File: src/rtl/mix_sequencer.sv
// mix_sequencer: per-sample voice mixing sequencer with filter/bypass routing.
// Optional clamp-on-narrowing enabled by defining MIX_SEQ_SAT_EN.
module mix_sequencer #(
   parameter int NUM_VOICES = 3,
   parameter int WAVE_W     = 10,
   parameter int ENV_W      = 8,
   parameter int ACC_W      = 14,
   parameter int VOL_W      = 8,
   parameter int IDX_W      = (NUM_VOICES > 1) ? $clog2(NUM_VOICES) : 1
) (
   input  logic                     clk_i,
   input  logic                     rst_i,
   input  logic                     sample_tick_i,
   input  logic [NUM_VOICES-1:0]    route_i,
   input  logic [VOL_W-1:0]         vol_i,
   output logic                     voice_start_o,
   output logic [IDX_W-1:0]         voice_idx_o,
   input  logic                     voice_ready_i,
   input  logic signed [WAVE_W-1:0] wave_i,
   input  logic [ENV_W-1:0]         env_i,
   output logic                     mult_start_o,
   output logic signed [23:0]       mult_a_o,
   output logic signed [15:0]       mult_b_o,
   input  logic                     mult_ready_i,
   input  logic signed [39:0]       mult_prod_i,
   output logic                     filt_start_o,
   input  logic                     filt_ready_i,
   input  logic signed [ACC_W-1:0]  filt_i,
   output logic signed [ACC_W-1:0]  filter_bus_o,
   output logic signed [ACC_W-1:0]  bypass_bus_o,
   output logic signed [ACC_W-1:0]  audio_o,
   output logic                     audio_valid_o,
   output logic                     overrun_o
);

   typedef enum logic [3:0] {
      S_IDLE, S_VREQ, S_VWAIT, S_MUL, S_MWAIT,
      S_FREQ, S_FWAIT, S_VOL, S_VOLWAIT, S_DONE
   } state_t;

   localparam logic [IDX_W-1:0] LAST = IDX_W'(NUM_VOICES - 1);

`ifdef MIX_SEQ_SAT_EN
   localparam logic signed [40:0] MAXV = (41'sd1 <<< (ACC_W - 1)) - 41'sd1;
   localparam logic signed [40:0] MINV = -(41'sd1 <<< (ACC_W - 1));
`endif

   // Narrow a wide signed value to the bus width (clamp or wrap).
   function automatic logic signed [ACC_W-1:0] f_narrow(
      input logic signed [40:0] x
   );
`ifdef MIX_SEQ_SAT_EN
      if (x > MAXV) return ACC_W'(MAXV);
      if (x < MINV) return ACC_W'(MINV);
      return x[ACC_W-1:0];
`else
      return x[ACC_W-1:0];
`endif
   endfunction

   function automatic logic signed [40:0] f_sx(
      input logic signed [ACC_W-1:0] v
   );
      return 41'(v);
   endfunction

   state_t                    r_state;
   logic [IDX_W-1:0]          r_cnt;
   logic [NUM_VOICES-1:0]     r_route;
   logic                      r_voice_start;
   logic [IDX_W-1:0]          r_voice_idx;
   logic                      r_mult_start;
   logic signed [23:0]        r_mult_a;
   logic signed [15:0]        r_mult_b;
   logic                      r_filt_start;
   logic signed [ACC_W-1:0]   r_fbus;
   logic signed [ACC_W-1:0]   r_bbus;
   logic signed [ACC_W-1:0]   r_audio;
   logic                      r_audio_valid;

   logic signed [40:0]        w_prod_ext;
   logic signed [ACC_W-1:0]   w_term;
   logic signed [ACC_W-1:0]   w_fsum;
   logic signed [ACC_W-1:0]   w_bsum;
   logic signed [ACC_W-1:0]   w_mix;

   assign w_prod_ext = 41'(mult_prod_i);
   assign w_term     = f_narrow(w_prod_ext >>> 8);
   assign w_fsum     = f_narrow(f_sx(r_fbus) + f_sx(w_term));
   assign w_bsum     = f_narrow(f_sx(r_bbus) + f_sx(w_term));
   assign w_mix      = f_narrow(f_sx(filt_i) + f_sx(r_bbus));

   // Frame sequencer: voice loop, filter pass, volume pass, audio strobe.
   always_ff @(posedge clk_i or posedge rst_i) begin
      if (rst_i) begin
         r_state       <= S_IDLE;
         r_cnt         <= '0;
         r_route       <= '0;
         r_voice_start <= 1'b0;
         r_voice_idx   <= '0;
         r_mult_start  <= 1'b0;
         r_mult_a      <= '0;
         r_mult_b      <= '0;
         r_filt_start  <= 1'b0;
         r_fbus        <= '0;
         r_bbus        <= '0;
         r_audio       <= '0;
         r_audio_valid <= 1'b0;
      end else begin
         r_voice_start <= 1'b0;
         r_mult_start  <= 1'b0;
         r_filt_start  <= 1'b0;
         r_audio_valid <= 1'b0;
         unique case (r_state)
            S_IDLE: begin
               if (sample_tick_i) begin
                  r_fbus        <= '0;
                  r_bbus        <= '0;
                  r_cnt         <= '0;
                  r_route       <= route_i;
                  r_voice_idx   <= '0;
                  r_voice_start <= 1'b1;
                  r_state       <= S_VREQ;
               end
            end
            S_VREQ: r_state <= S_VWAIT;
            S_VWAIT: begin
               if (voice_ready_i) begin
                  r_mult_a     <= 24'(wave_i);
                  r_mult_b     <= 16'(env_i);
                  r_mult_start <= 1'b1;
                  r_state      <= S_MUL;
               end
            end
            S_MUL: r_state <= S_MWAIT;
            S_MWAIT: begin
               if (mult_ready_i) begin
                  r_mult_a <= '0;
                  r_mult_b <= '0;
                  if (r_route[r_cnt]) r_fbus <= w_fsum;
                  else                r_bbus <= w_bsum;
                  if (r_cnt == LAST) begin
                     r_filt_start <= 1'b1;
                     r_state      <= S_FREQ;
                  end else begin
                     r_cnt         <= r_cnt + IDX_W'(1);
                     r_voice_idx   <= r_cnt + IDX_W'(1);
                     r_voice_start <= 1'b1;
                     r_state       <= S_VREQ;
                  end
               end
            end
            S_FREQ: r_state <= S_FWAIT;
            S_FWAIT: begin
               if (filt_ready_i) begin
                  r_mult_a     <= 24'(w_mix);
                  r_mult_b     <= 16'(vol_i);
                  r_mult_start <= 1'b1;
                  r_state      <= S_VOL;
               end
            end
            S_VOL: r_state <= S_VOLWAIT;
            S_VOLWAIT: begin
               if (mult_ready_i) begin
                  r_mult_a      <= '0;
                  r_mult_b      <= '0;
                  r_audio       <= w_term;
                  r_audio_valid <= 1'b1;
                  r_state       <= S_DONE;
               end
            end
            S_DONE: r_state <= S_IDLE;
            default: r_state <= S_IDLE;
         endcase
      end
   end

   assign voice_start_o = r_voice_start;
   assign voice_idx_o   = r_voice_idx;
   assign mult_start_o  = r_mult_start;
   assign mult_a_o      = r_mult_a;
   assign mult_b_o      = r_mult_b;
   assign filt_start_o  = r_filt_start;
   assign filter_bus_o  = r_fbus;
   assign bypass_bus_o  = r_bbus;
   assign audio_o       = r_audio;
   assign audio_valid_o = r_audio_valid;
   // A tick seen while a frame is in flight is dropped and flagged at once.
   assign overrun_o     = sample_tick_i & (r_state != S_IDLE);

endmodule

File: config.mk
export PLATFORM = sky130hd
export DESIGN_NAME = mix_sequencer
export DESIGN_NICKNAME = d
export VERILOG_FILES = /design/src/rtl/mix_sequencer.sv
export SDC_FILE = /design/constraint.sdc
export NUM_CORES = 1
export LEC_CHECK = 0
export ABC_AREA = 1
export CELL_PAD_IN_SITES_DETAIL_PLACEMENT = 0
export CELL_PAD_IN_SITES_GLOBAL_PLACEMENT = 1
export CORE_UTILIZATION = 33
export DETAILED_ROUTE_END_ITERATION = 10
export GPL_TIMING_DRIVEN = 0
export HOLD_SLACK_MARGIN = 0.1
export PLACE_DENSITY_LB_ADDON = 0.2
export SLEW_MARGIN = 0
export SYNTH_ARGS = -nofsm -noshare
export SYNTH_HDL_FRONTEND = slang
export SYNTH_SLANG_ARGS = --single-unit
File: constraint.sdc
create_clock -name clk_i -period 3 [get_ports clk_i]
set_input_delay 0.3 -clock clk_i [delete_from_list [all_inputs] [get_ports clk_i]]
set_output_delay 0.3 -clock clk_i [all_outputs]
set_load 0.02 [all_outputs]
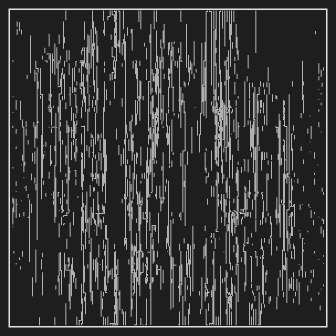
*The metal 2 layer, run 1*
The layer holds 45% of the routed length. The longest straight run is 82.1 um. The layer carries 6840 um of wire. The wires run mostly vertical.
total wire length after detailed routing: 15300 um
vias post-DR: 5200
met2 global-route usage: 29.6%

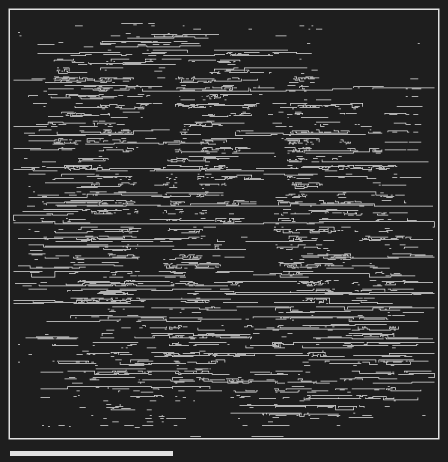
*Met1 routing, run 1*
Bar = 50 um.
The wires run mostly horizontal. The layer holds 49% of the routed length. 897 nets have wire on it.
met1 global-route usage: 25.5%

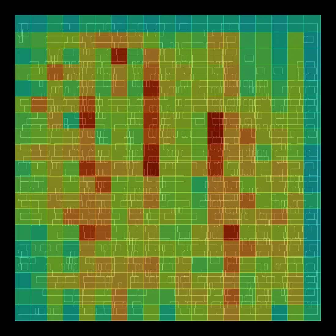
*Routing congestion, run 1*
global routing usage summed across all routing layers: 18.6%
GR Layer Usage met3: 3.20%
Layout Utilization: 47.1%
layer with the highest usage after global routing: met2

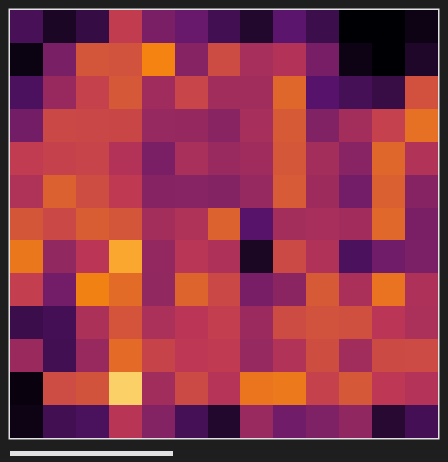
*Cell area per tile, run 1*
Bar = 50 um. The die is cut into 13 by 13 equal tiles; black is low, pale yellow is high, 0 to 100% covered.
The densest ninth of the die: middle left. The emptiest ninth of the die: upper right. The fullest tile reaches 90%. 1.2% of the tiles are over 75% full.
area inside the core boundary: 0.0161 mm2
initial cell density of the core: 34.4%

==> deck_impl_summary.md, run 1 <==
Run Summary

Status
  – Outcome: complete, no violations

Pwr
  – Total leakage power: 0.00387 uW
  – Max VDD drop: between 400 and 500 uV
  – Internal power: around 4000 uW
  – Proportion of power drawn by combinational gates: between 60% and 70%
  – Combinational Power: around 4400 uW
  – Total power: between 7000 and 8000 uW

Setup path
  – Cell type group with the largest total delay on the critical path: adder cells
  – Cell with the biggest individual delay on the critical path: clkdlybuf4s50_1
  – Worst-path fanout max: 3
  – CP arrival: approximately 2.6 ns
  – Ordered list of cells on the worst path: clkdlybuf4s50_1 -> ha_1 -> inv_1 -> fa_1 -> o21ai_0 -> nand2_1 -> nand2_1 -> nand2_1 -> nand2_1 -> nand2_1 -> nand3_1 -> nand2_1
  – R2r worst-path depth: 11
  – Critical R2R Launch: bypass_bus_o[0]
  – Register-to-register path setup slack: around 0.73 ns
  – Slowest cell delay on critical path: a little under 0.6 ns
  – Sort of element at the start of the critical path: input pin

Detailed routing
  – Count of nets left with antenna violations after detail routing: 0
  – Residual DRC count: 0
  – Detailed-routed wire length on met3: 728 um
  – Routed wire length on met2: between 6000 and 7000 um

Final layout
  – Relative area change from synthesis to final layout: 37.2%
  – Number of multi-input combinational cells in the layout: around 560
  – Area taken by flip-flops and latches: a little under 0.002 mm2
  – Multi-input combinational area share: about two fifths
  – Non-Clock Buffer Count: about 170

Die
  – Num ports: roughly 180
  – Die Span X: ~130 um
  – Die area: ~0.017 mm2

STA
  – Final worst hold slack: ~0.3 ns

Global route
  – Sum of overflow across all layers after global routing: 0
  – Vias in the first global route: 5118

Synth
  – Ys flops: a little under 80
  – Leading cell types by count after synthesis: nand2_1, inv_1, dfrtp_1
  – Dominant cell type by area after synthesis: dfrtp_1
  – Area fraction in xor and xnor cells: approximately 2.5%
  – Primary flip-flop cell chosen by synthesis mapping: dfrtp_1
  – Post-synthesis async set-or-reset flop share: 100%
  – Area fraction in compound gates: 8.90%
  – Synthesized cell area: roughly 0.0055 mm2

Clocking
  – Hold-fix buffers at CTS: 0
  – Latency at later pin: 0.34 ns
  – Root buffer cell: clkbuf_16

Placed design
  – Area of placed instances: 0.00729 mm2

Min path
  – Type of the most critical hold path: in2async
### Wire density map, run 1

Bar = 50 um. The die is cut into 26 by 26 equal tiles; black is low, pale yellow is high, scaled to the fullest tile. Values are wire area over tile area, all layers added.
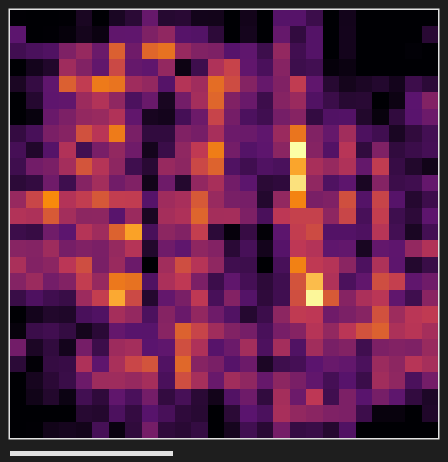

==> run 2: changes to the inputs <==
--- a/config.mk
+++ b/config.mk
@@ -8,7 +8,7 @@
 export ABC_AREA = 1
 export CELL_PAD_IN_SITES_DETAIL_PLACEMENT = 0
 export CELL_PAD_IN_SITES_GLOBAL_PLACEMENT = 1
-export CORE_UTILIZATION = 33
+export CORE_UTILIZATION = 30
 export DETAILED_ROUTE_END_ITERATION = 10
 export GPL_TIMING_DRIVEN = 0
 export HOLD_SLACK_MARGIN = 0.1
==> constraint.sdc (replaced) <==
create_clock -name clk_i -period 1.95 [get_ports clk_i]
set_input_delay 0.195 -clock clk_i [delete_from_list [all_inputs] [get_ports clk_i]]
set_output_delay 0.195 -clock clk_i [all_outputs]
set_load 0.02 [all_outputs]
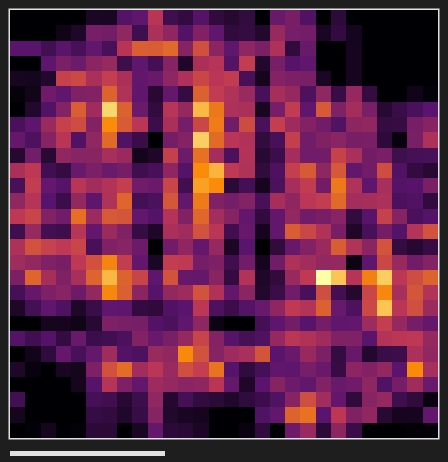
*Wire density map, run 2*
Bar = 50 um. The die is cut into 28 by 28 equal tiles; black is low, pale yellow is high, scaled to the fullest tile. Values are wire area over tile area, all layers added.
The mean over all tiles is 0.13. The fullest tile reaches 0.44. 15% of the tiles are over half the peak. 11% of the tiles are nearly empty.
global routing usage summed across all routing layers: 17.2%
vias post-DR: 5246
total wire length after detailed routing: 15700 um
Avg WL per Cell: 13.6 um

==> run 2 against run 1 <==
Net effect:
- wire length increased by 2.7%
- clock power increased by 49%
- final area increased by 2.5%
- sequential cell count unchanged
- hold slack got worse by 0.055 ns
- synthesized cell count unchanged
==> deck_impl_summary.md, run 2 <==
Run Summary

Status
  – Outcome: complete, no violations (unchanged)

STA
  – Final worst hold slack: 0.237 ns (was 0.291 ns)
  – Final hold viol count: 0 (unchanged)
  – Setup TNS: 0 ns (unchanged)
  – Transition time at the pin with the least slew margin: 0.521 ns (was 0.546 ns)

Final layout
  – Number of multi-input combinational cells in the layout: 563 (was 562)
  – Top class by area: multi-input combinational cells (unchanged)
  – Area taken by flip-flops and latches: 0.00193 mm2 (about the same)
  – Diode insertion count for antenna repair: 0 (unchanged)
  – Relative area change from synthesis to final layout: 40.6% (was 37.2%)
  – Commonest non-fill, non-tap cells in the layout: nand2_1, clkdlybuf4s50_1, inv_1 (unchanged)
  – Layout Utilization: 43.2% (was 47.1%)
  – Multi-input combinational area share: 41.2% (was 40.6%)
  – Non-Clock Buffer Count: 177 (was 171)

Detailed routing
  – Routed wire length on met2: 7230 um (was 6840 um)
  – Detailed Route Iter0 Violations: 127 (was 182)
  – Residual DRC count: 0 (unchanged)
  – Detailed-routed wire length on met3: 911 um (was 728 um)
  – Count of nets left with antenna violations after detail routing: 0 (unchanged)
  – DRT met1 WL: 7430 um (was 7480 um)

Setup path
  – CP arrival: 2.11 ns (was 2.58 ns)
  – Worst-path fanout max: 4 (was 3)
  – Cell with the biggest individual delay on the critical path: dfrtp_2 (was clkdlybuf4s50_1)
  – Register-to-register path setup slack: 0.08 ns (was 0.73 ns)
  – Cell type group with the largest total delay on the critical path: adder cells (unchanged)
  – Ordered list of cells on the worst path: ha_4 -> fa_2 -> nand3_2 -> nand3_4 -> nand2_1 -> nand2_1 -> xnor2_1 -> nor2_1 -> nor2_1 -> nor2_1 (was clkdlybuf4s50_1 -> ha_1 -> inv_1 -> fa_1 -> o21ai_0 -> nand2_1 -> nand2_1 -> nand2_1 -> nand2_1 -> nand2_1 -> nand3_1 -> nand2_1)
  – Crit. path cell count: 10 (was 12)
  – Sort of element at the start of the critical path: register (was input pin)
  – Slowest cell delay on critical path: 0.46 ns (was 0.58 ns)
  – R2r worst-path depth: 10 (was 11)

Synth
  – Dominant cell type by area after synthesis: dfrtp_1 (unchanged)
  – Primary flip-flop cell chosen by synthesis mapping: dfrtp_1 (unchanged)
  – Leading cell types by count after synthesis: nand2_1, inv_1, dfrtp_1 (unchanged)
  – Synthesized cell area: 0.00554 mm2 (unchanged)
  – Ys flops: 77 (unchanged)
  – Simple-gate portion of the synthesized area: 30.6% (unchanged)
  – Area fraction in compound gates: 8.90% (unchanged)
  – Area fraction in xor and xnor cells: 2.53% (unchanged)
  – Post-synthesis async set-or-reset flop share: 100% (unchanged)

Die
  – Die Span X: 138 um (was 132 um)
  – Die area: 0.0190 mm2 (was 0.0173 mm2)
  – Number of standard-cell rows in the floorplan: 49 (was 46)
  – Num ports: 178 (unchanged)
  – Initial cell density of the core: 30.7% (was 34.4%)
  – Area inside the core boundary: 0.0180 mm2 (was 0.0161 mm2)

Clocking
  – Root buffer cell: clkbuf_16 (unchanged)
  – Hold-fix buffers at CTS: 0 (unchanged)
  – CTS H-Tree Depth: 3 (unchanged)
  – Latency at later pin: 0.34 ns (about the same)
  – Number of gates resized after CTS: 9 (was 0)

Global route
  – Vias in the first global route: 5039 (was 5118)
  – Sum of overflow across all layers after global routing: 0 (unchanged)
  – Met1 global-route usage: 22.4% (was 25.5%)
  – Layer with the highest usage after global routing: met2 (unchanged)
  – GR Layer Usage met3: 4.64% (was 3.20%)

Placed design
  – Port buffer count: 143 (unchanged)
  – Area of placed instances: 0.00732 mm2 (was 0.00729 mm2)

Pwr
  – Max VDD drop: 807 uV (was 408 uV)
  – Total power: 11400 uW (was 7300 uW)
  – Combinational Power: 6920 uW (was 4390 uW)
  – Total leakage power: 0.00392 uW (was 0.00387 uW)
  – Internal power: 6290 uW (was 4040 uW)
  – Proportion of power drawn by combinational gates: 60.9% (was 60.2%)
  – Sequential share of power: 24.4% (about the same)

Min path
  – Type of the most critical hold path: in2async (unchanged)
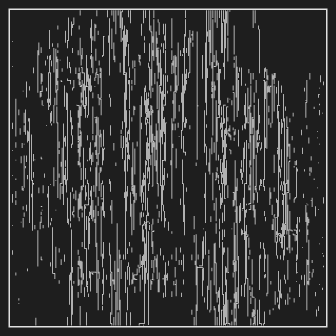
*The metal 2 layer, run 2*
810 nets have wire on it. The wires run mostly vertical.
met2 global-route usage: 28.6%

Power figures rest on the tool's default switching activity, not on a simulated workload.
